==> src/rtl/mul_fp16_arbiter.sv <==
// mul_fp16_arbiter
//   Shares one pipelined mul_fp16 unit among NUM_REQ requesters. A round-robin
//   arbiter issues at most one operation per cycle. Each issued op's owner is
//   carried down a tag pipe that matches the multiplier latency. Each result is
//   steered into the owner's single-entry response buffer.
//
// Ports
//   clk, nRST              clock (rising edge) / async active-low reset
//   req_valid/req_a/req_b  per-requester operands, slice i = [16*i +: 16]
//   req_ready              one-hot grant (request i taken when valid & ready)
//   rsp_valid/rsp_result   per-requester response buffer
//   rsp_ready              requester i pops its response
//   mul_start/mul_a/mul_b  issue port to mul_fp16
//   mul_result/mul_done    result port from mul_fp16
//   busy                   any slot occupied or any tag in flight
//   lat_err                sticky: mul_done disagreed with the tag pipe

module mul_fp16_arbiter #(
    parameter int NUM_REQ = 4,
    parameter int MUL_LAT = 3
) (
    input  logic                   clk,
    input  logic                   nRST,
    input  logic [NUM_REQ-1:0]     req_valid,
    input  logic [16*NUM_REQ-1:0]  req_a,
    input  logic [16*NUM_REQ-1:0]  req_b,
    output logic [NUM_REQ-1:0]     req_ready,
    output logic [NUM_REQ-1:0]     rsp_valid,
    output logic [16*NUM_REQ-1:0]  rsp_result,
    input  logic [NUM_REQ-1:0]     rsp_ready,
    output logic                   mul_start,
    output logic [15:0]            mul_a,
    output logic [15:0]            mul_b,
    input  logic [15:0]            mul_result,
    input  logic                   mul_done,
    output logic                   busy,
    output logic                   lat_err
);

    localparam int IDW = $clog2(NUM_REQ);
    // One extra bit so rr_ptr + offset never overflows before the wrap.
    localparam logic [IDW:0] NREQ_W = (IDW+1)'(NUM_REQ);

    typedef enum logic [1:0] {
        S_IDLE     = 2'd0,
        S_INFLIGHT = 2'd1,
        S_RESP     = 2'd2
    } slot_e;

    slot_e                     slot_q [NUM_REQ];
    slot_e                     slot_d [NUM_REQ];
    logic [IDW-1:0]            rr_ptr_q, rr_ptr_d;
    logic [MUL_LAT-1:0]        tag_vld_q, tag_vld_d;
    logic [MUL_LAT-1:0][IDW-1:0] tag_id_q, tag_id_d;
    logic [16*NUM_REQ-1:0]     rsp_result_q, rsp_result_d;
    logic                      lat_err_q, lat_err_d;

    logic [NUM_REQ-1:0]        elig;
    logic                      arb_found;
    logic [IDW-1:0]            arb_id;
    logic [IDW:0]              arb_sum;
    logic [IDW-1:0]            arb_idx;
    logic                      po_vld;
    logic [IDW-1:0]            po_id;
    logic                      retire;

    // ---------------- arbitration ----------------
    // Grants are gated with nRST so the issue port is quiet while in reset.
    always_comb begin
        elig      = '0;
        arb_found = 1'b0;
        arb_id    = '0;
        arb_sum   = '0;
        arb_idx   = '0;
        for (int i = 0; i < NUM_REQ; i++)
            elig[i] = nRST & req_valid[i] & (slot_q[i] == S_IDLE);
        for (int off = 0; off < NUM_REQ; off++) begin
            arb_sum = {1'b0, rr_ptr_q} + (IDW+1)'(off);
            if (arb_sum >= NREQ_W)
                arb_sum = arb_sum - NREQ_W;
            arb_idx = arb_sum[IDW-1:0];
            if (!arb_found && elig[arb_idx]) begin
                arb_found = 1'b1;
                arb_id    = arb_idx;
            end
        end
    end

    always_comb begin
        req_ready = '0;
        mul_a     = '0;
        mul_b     = '0;
        if (arb_found) begin
            req_ready[arb_id] = 1'b1;
            mul_a = req_a[{arb_id, 4'h0} +: 16];
            mul_b = req_b[{arb_id, 4'h0} +: 16];
        end
    end

    assign mul_start = arb_found;

    always_comb begin
        rr_ptr_d = rr_ptr_q;
        if (arb_found)
            rr_ptr_d = (arb_id == IDW'(NUM_REQ-1)) ? '0 : arb_id + 1'b1;
    end

    // ---------------- tag pipe ----------------
    // Stage MUL_LAT-1 lines up with the cycle mul_done is due for that op.
    always_comb begin
        tag_vld_d    = '0;
        tag_id_d     = '0;
        tag_vld_d[0] = arb_found;
        tag_id_d[0]  = arb_id;
        for (int s = 1; s < MUL_LAT; s++) begin
            tag_vld_d[s] = tag_vld_q[s-1];
            tag_id_d[s]  = tag_id_q[s-1];
        end
    end

    assign po_vld    = tag_vld_q[MUL_LAT-1];
    assign po_id     = tag_id_q[MUL_LAT-1];
    // A done strobe without a matching tag (or vice versa) retires nothing.
    assign retire    = po_vld & mul_done;
    assign lat_err_d = lat_err_q | (po_vld ^ mul_done);

    // ---------------- slot FSMs: next state ----------------
    always_comb begin
        rsp_result_d = rsp_result_q;
        for (int i = 0; i < NUM_REQ; i++) begin
            slot_d[i] = slot_q[i];
            case (slot_q[i])
                S_IDLE:
                    if (arb_found && arb_id == IDW'(i))
                        slot_d[i] = S_INFLIGHT;
                S_INFLIGHT:
                    if (retire && po_id == IDW'(i)) begin
                        slot_d[i] = S_RESP;
                        rsp_result_d[16*i +: 16] = mul_result;
                    end
                S_RESP:
                    if (rsp_ready[i])
                        slot_d[i] = S_IDLE;
                default:
                    slot_d[i] = S_IDLE;
            endcase
        end
    end

    // ---------------- state registers ----------------
    always_ff @(posedge clk or negedge nRST) begin
        if (!nRST) begin
            for (int i = 0; i < NUM_REQ; i++)
                slot_q[i] <= S_IDLE;
            rr_ptr_q     <= '0;
            tag_vld_q    <= '0;
            tag_id_q     <= '0;
            rsp_result_q <= '0;
            lat_err_q    <= 1'b0;
        end else begin
            for (int i = 0; i < NUM_REQ; i++)
                slot_q[i] <= slot_d[i];
            rr_ptr_q     <= rr_ptr_d;
            tag_vld_q    <= tag_vld_d;
            tag_id_q     <= tag_id_d;
            rsp_result_q <= rsp_result_d;
            lat_err_q    <= lat_err_d;
        end
    end

    // ---------------- outputs ----------------
    always_comb begin
        busy = |tag_vld_q;
        for (int i = 0; i < NUM_REQ; i++) begin
            rsp_valid[i] = (slot_q[i] == S_RESP);
            if (slot_q[i] != S_IDLE)
                busy = 1'b1;
        end
    end

    assign rsp_result = rsp_result_q;
    assign lat_err    = lat_err_q;

endmodule

==> config.mk <==
export PLATFORM = sky130hd
export DESIGN_NAME = mul_fp16_arbiter
export DESIGN_NICKNAME = d
export VERILOG_FILES = /design/src/rtl/mul_fp16_arbiter.sv
export SDC_FILE = /design/constraint.sdc
export NUM_CORES = 1
export LEC_CHECK = 0
export ABC_AREA = 0
export CAP_MARGIN = 15
export CELL_PAD_IN_SITES_DETAIL_PLACEMENT = 0
export CELL_PAD_IN_SITES_GLOBAL_PLACEMENT = 1
export CORE_ASPECT_RATIO = 1.5
export CORE_MARGIN = 4
export CORE_UTILIZATION = 30
export DETAILED_ROUTE_END_ITERATION = 6
export PLACE_DENSITY_LB_ADDON = 0.1
export SLEW_MARGIN = 10
export SYNTH_ARGS = -nofsm -noshare
export SYNTH_HDL_FRONTEND = slang
export SYNTH_SLANG_ARGS = --single-unit
==> constraint.sdc <==
create_clock -name clk -period 7.7 [get_ports clk]
set_input_delay 1.54 -clock clk [delete_from_list [all_inputs] [get_ports clk]]
set_output_delay 1.54 -clock clk [all_outputs]
set_load 0.005 [all_outputs]
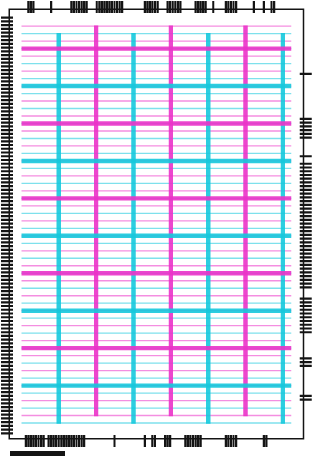
power_grid.png
The bar under the picture is 20 µm long. Pins as bars on the die edge.
[magenta] VDD
[cyan] VSS
met5 straps: 10
rows: 53
signal pins: 262
met4 straps: 7

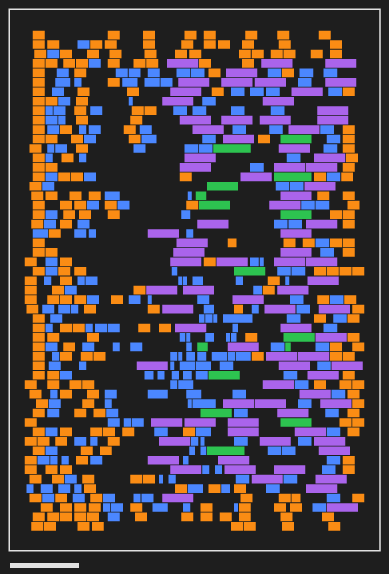
placement_by_type.png
The bar under the picture is 20 µm long.
[orange] remaining buffers and delay cells | cells: 263 | share of their area: 37%
[green] clock drivers and dummy loads | cells: 15 | share of their area: 4.7%
[blue] combinational and other logic | cells: 226 | share of their area: 29%
[purple] sequential cells | cells: 84 | share of their area: 29%

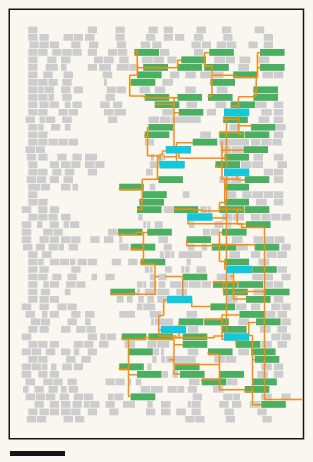
clk_routes.png
The bar under the picture is 20 µm long.
[green] flip-flops | count: 84
[orange] clock wires | length: 1020 µm
[cyan] clock drivers | count: 9
routed clock nets: 10

==> results.tsv <==
stage	metric	value	unit
outcome	outcome	completed	
drt	per-cell routed wire length	18.0	µm
die	core footprint	14100	µm²
grt	total gr overflow	0	
clocking	Post-CTS Setup Bufs	0	
timing	Achievable Freq	167	MHz
timing	Clock Skews	0.00718	ns
placed_design	gpl congestion	0.785	
placed_design	DP Area	7060	µm²
yosys	yosys cell count	330	
final_layout	area delta synth->final	70.1	%
yosys	Synth Warn #	0	
drt	ANT nets after route	0	
clocking	hold_buf cts	0	
clocking	clk buf depth	2	
worst_setup_path	CP required	6.16	ns
timing	minimum clock period	6.00	ns
placed_design	DP Worst Slack	1.67	ns
drt	Remaining DRCs	0	
die	die height	155	µm
timing	Hold Vio Cnt, Final	0	
power	Clk pwr share	20.4	%
yosys	Dominant flop cell	dfrtp_1	
power	Net Sw Power	0.000695	W
final_layout	Fillers	1323	
worst_setup_path	crit path DAT	4.46	ns
final_layout	design area	7400	µm²
placed_design	HPWL Detailed	11100	µm
yosys	Yosys cell types	40	
yosys	post-synth net total	487	
clocking	CTS resizes	0	
final_layout	layout cell share with drive strength beyond 1	17.0	%
timing	Slew HR	26.9	%
final_layout	ANT cells	0	
grt	first-pass GRT wire length	21400	µm
worst_setup_path	Worst setup SP type	input port	
yosys	ys async rst share	100	%
yosys	syn avg cell area	13.2	µm²
clocking	Inserted Clock Buffers	9	
die	I/O pin count	262	
drt	Via density	4.74	
timing	measured slew at the worst slew-check pin	1.09	ns
worst_setup_path	crit path from	req_valid[0]	
power	Sw Ratio	29.1	%
yosys	mux cell area share after synthesis	31.8	%
power	Pint	0.00169	W
worst_setup_path	Reg2Reg Depth	7	
drt	DR iter-0 viols	66	
hold_path	worst hold path startpoint	tag_id_d[3]	
yosys	Syn Inst Count	330	
yosys	Adder Area Share	0.575	%
power	Combinational Power Share	48.1	%
yosys	Commonest cells post-synth	dfrtp_1 (84), mux2_2 (65), mux2i_1 (65), o22ai_1 (27), buf_2 (10)	
worst_setup_path	crit-path max FO	68	
timing	Setup violations, final	0	
yosys	yosys xor share	0	%
die	FP Util	30.8	%
hold_path	hold path depth	0	
timing	final worst slack	1.70	ns
flow_run	OpenROAD warnings	26	
die	DIE AREA	16500	µm²
timing	setup TNS	0	ns
worst_setup_path	Crit. End Element	primary output	
drt	via count	3700	
yosys	Main logic family	multiplexers	
clocking	CTS tree	yes	
drt	Post-Route WL	14100	µm
timing	fin crit share	78.0	%
yosys	area leader, netlist	dfrtp_1	
timing	RSZ-0062 raised after global routing	no	
clocking	CTS clk-pin slew, worst paths	0.06	ns
grt	vias in the first global route	3955	
yosys	number of synthesized flops with an enable pin	0	
worst_setup_path	crit path kind	input port to primary output	
power	maximum vdd drop	0.120	mV
grt	M1 GR Usage	18.5	%
yosys	count leader, synth	dfrtp_1	
drt	drt pass-1 iters	4	
clocking	clk_lat worst skew	0.33	ns
die	FP Rows	53	
die	width of the die	106	µm
yosys	main area contributors	dfrtp_1 (48%), mux2_2 (17%), mux2i_1 (15%)	
grt	busiest grt layer	met2	
yosys	Synth Seq Share	48.3	%
hold_path	worst hold path class	flip-flop to flip-flop	
yosys	Yosys Chip Area	4350	µm²
yosys	post-synthesis cell area	4350	µm²
worst_setup_path	RR Startpoint	slot_q[7]	
power	Sequential Power Share	31.5	%
timing	Slew Limit Fails	0	
clocking	CTS root buffer	clkbuf_16	
grt	grt met3 use	5.56	%
yosys	Simple Share, Synth	5.87	%
clocking	clock sinks	84	
timing	hold slack final	0.348	ns
clocking	H-tree Lvls	3	
grt	largest net degree at the start of global routing	69	
yosys	Top-area cell share	48.3	%
yosys	synthesized flop and latch total	84	
yosys	Complex Gates by Area	8.46	%
placed_design	IO buf count	261	
grt	initial antenna violation count	0	
power	P_leak	3.08	nW
final_layout	fin nets	741	
power	pwr dens	323	nW/µm²
grt	met2 usage	29.7	%
flow_run	Max-cap violations	0	
grt	overall global routing resource usage	16.6	%
-- cells by family after synthesis --
group	count (synthesis)
and+or+nand+nor	35
adders and majority gates	2
buffers and inverters	30
muxes	130
AOI/OAI and AO/OA	49
DFF	84
-- registers in the layout, indices dropped and copies added, names as in the netlist --
name,cells
rr_ptr_q,2
tag_vld_q,3
rsp_result,64
po_id,2
slot_q,8
lat_err,1
tag_id_d,4
-- layer usage --
layer / wire length [µm] / vias up
met2: 7130 / 182
li1: - / 1729
met5: 0 / -
met1: 5450 / 1777
met4: 193 / 0
met3: 1300 / 12
-- power by group through the flow --
stage	clock (W)	combinational [W]	sequential (W)
floorplan	0	0.000540	0.000750
global placement	0	0.00116	0.000758
detailed placement	0	0.00117	0.000765
CTS	0.000495	0.00117	0.000757
global route	0.000515	0.00124	0.000781
finish	0.000487	0.00115	0.000753
-- through the flow --
step | std cells | power (W) | utilization, %
final | 780 | 0.00239 | 52.4
after detailed placement | 765 | 0.00193 | 50.0
after global routing | 780 | 0.00253 | 52.4
after floorplan | 330 | 0.00129 | -
after global placement | 765 | 0.00192 | 50.0
after CTS | 780 | 0.00243 | 52.4
-- critical path: stages --
cell             delay, ns
clkdlybuf4s50_1       0.42
and4bb_1              0.24
a211oi_2              0.24
o22ai_2               0.16
inv_4                 0.76
mux2i_1               0.18
o22ai_1               0.32
clkdlybuf4s50_1       0.59
-- area by class of cell --
type / count / area [µm²] / share of cell area (%)
repair buffers: 263 / 2630 / 35.5
multi-input cells: 216 / 2050 / 27.7
clock inverters: 6 / 113 / 1.52
well taps: 192 / 240 / 3.25
flip-flops and latches: 84 / 2100 / 28.4
clock buffers: 9 / 225 / 3.05
inverters: 10 / 40.0 / 0.541
-- cell usage in the layout, fill, tap and decap left out, drive strengths merged, types with 5 or more instances in the layout --
cell	count
dfrtp	84
mux2i	65
mux2	65
a21o	5
inv	11
clkdlybuf4s50	260
o22ai	34
clkbuf	9
nor2b	5
-- worst paths after layout --
check,to,slack (ns)
setup / recovery,mul_b[9],1.70
hold / removal,tag_id_d[5],0.35
setup reg to reg,rr_ptr_q[1],4.91
hold reg to reg,tag_id_d[5],0.35
max in group asynchronous,rsp_result[10],5.50
min in group asynchronous,slot_q[1],1.11
Power is estimated from default activity; no workload was simulated.
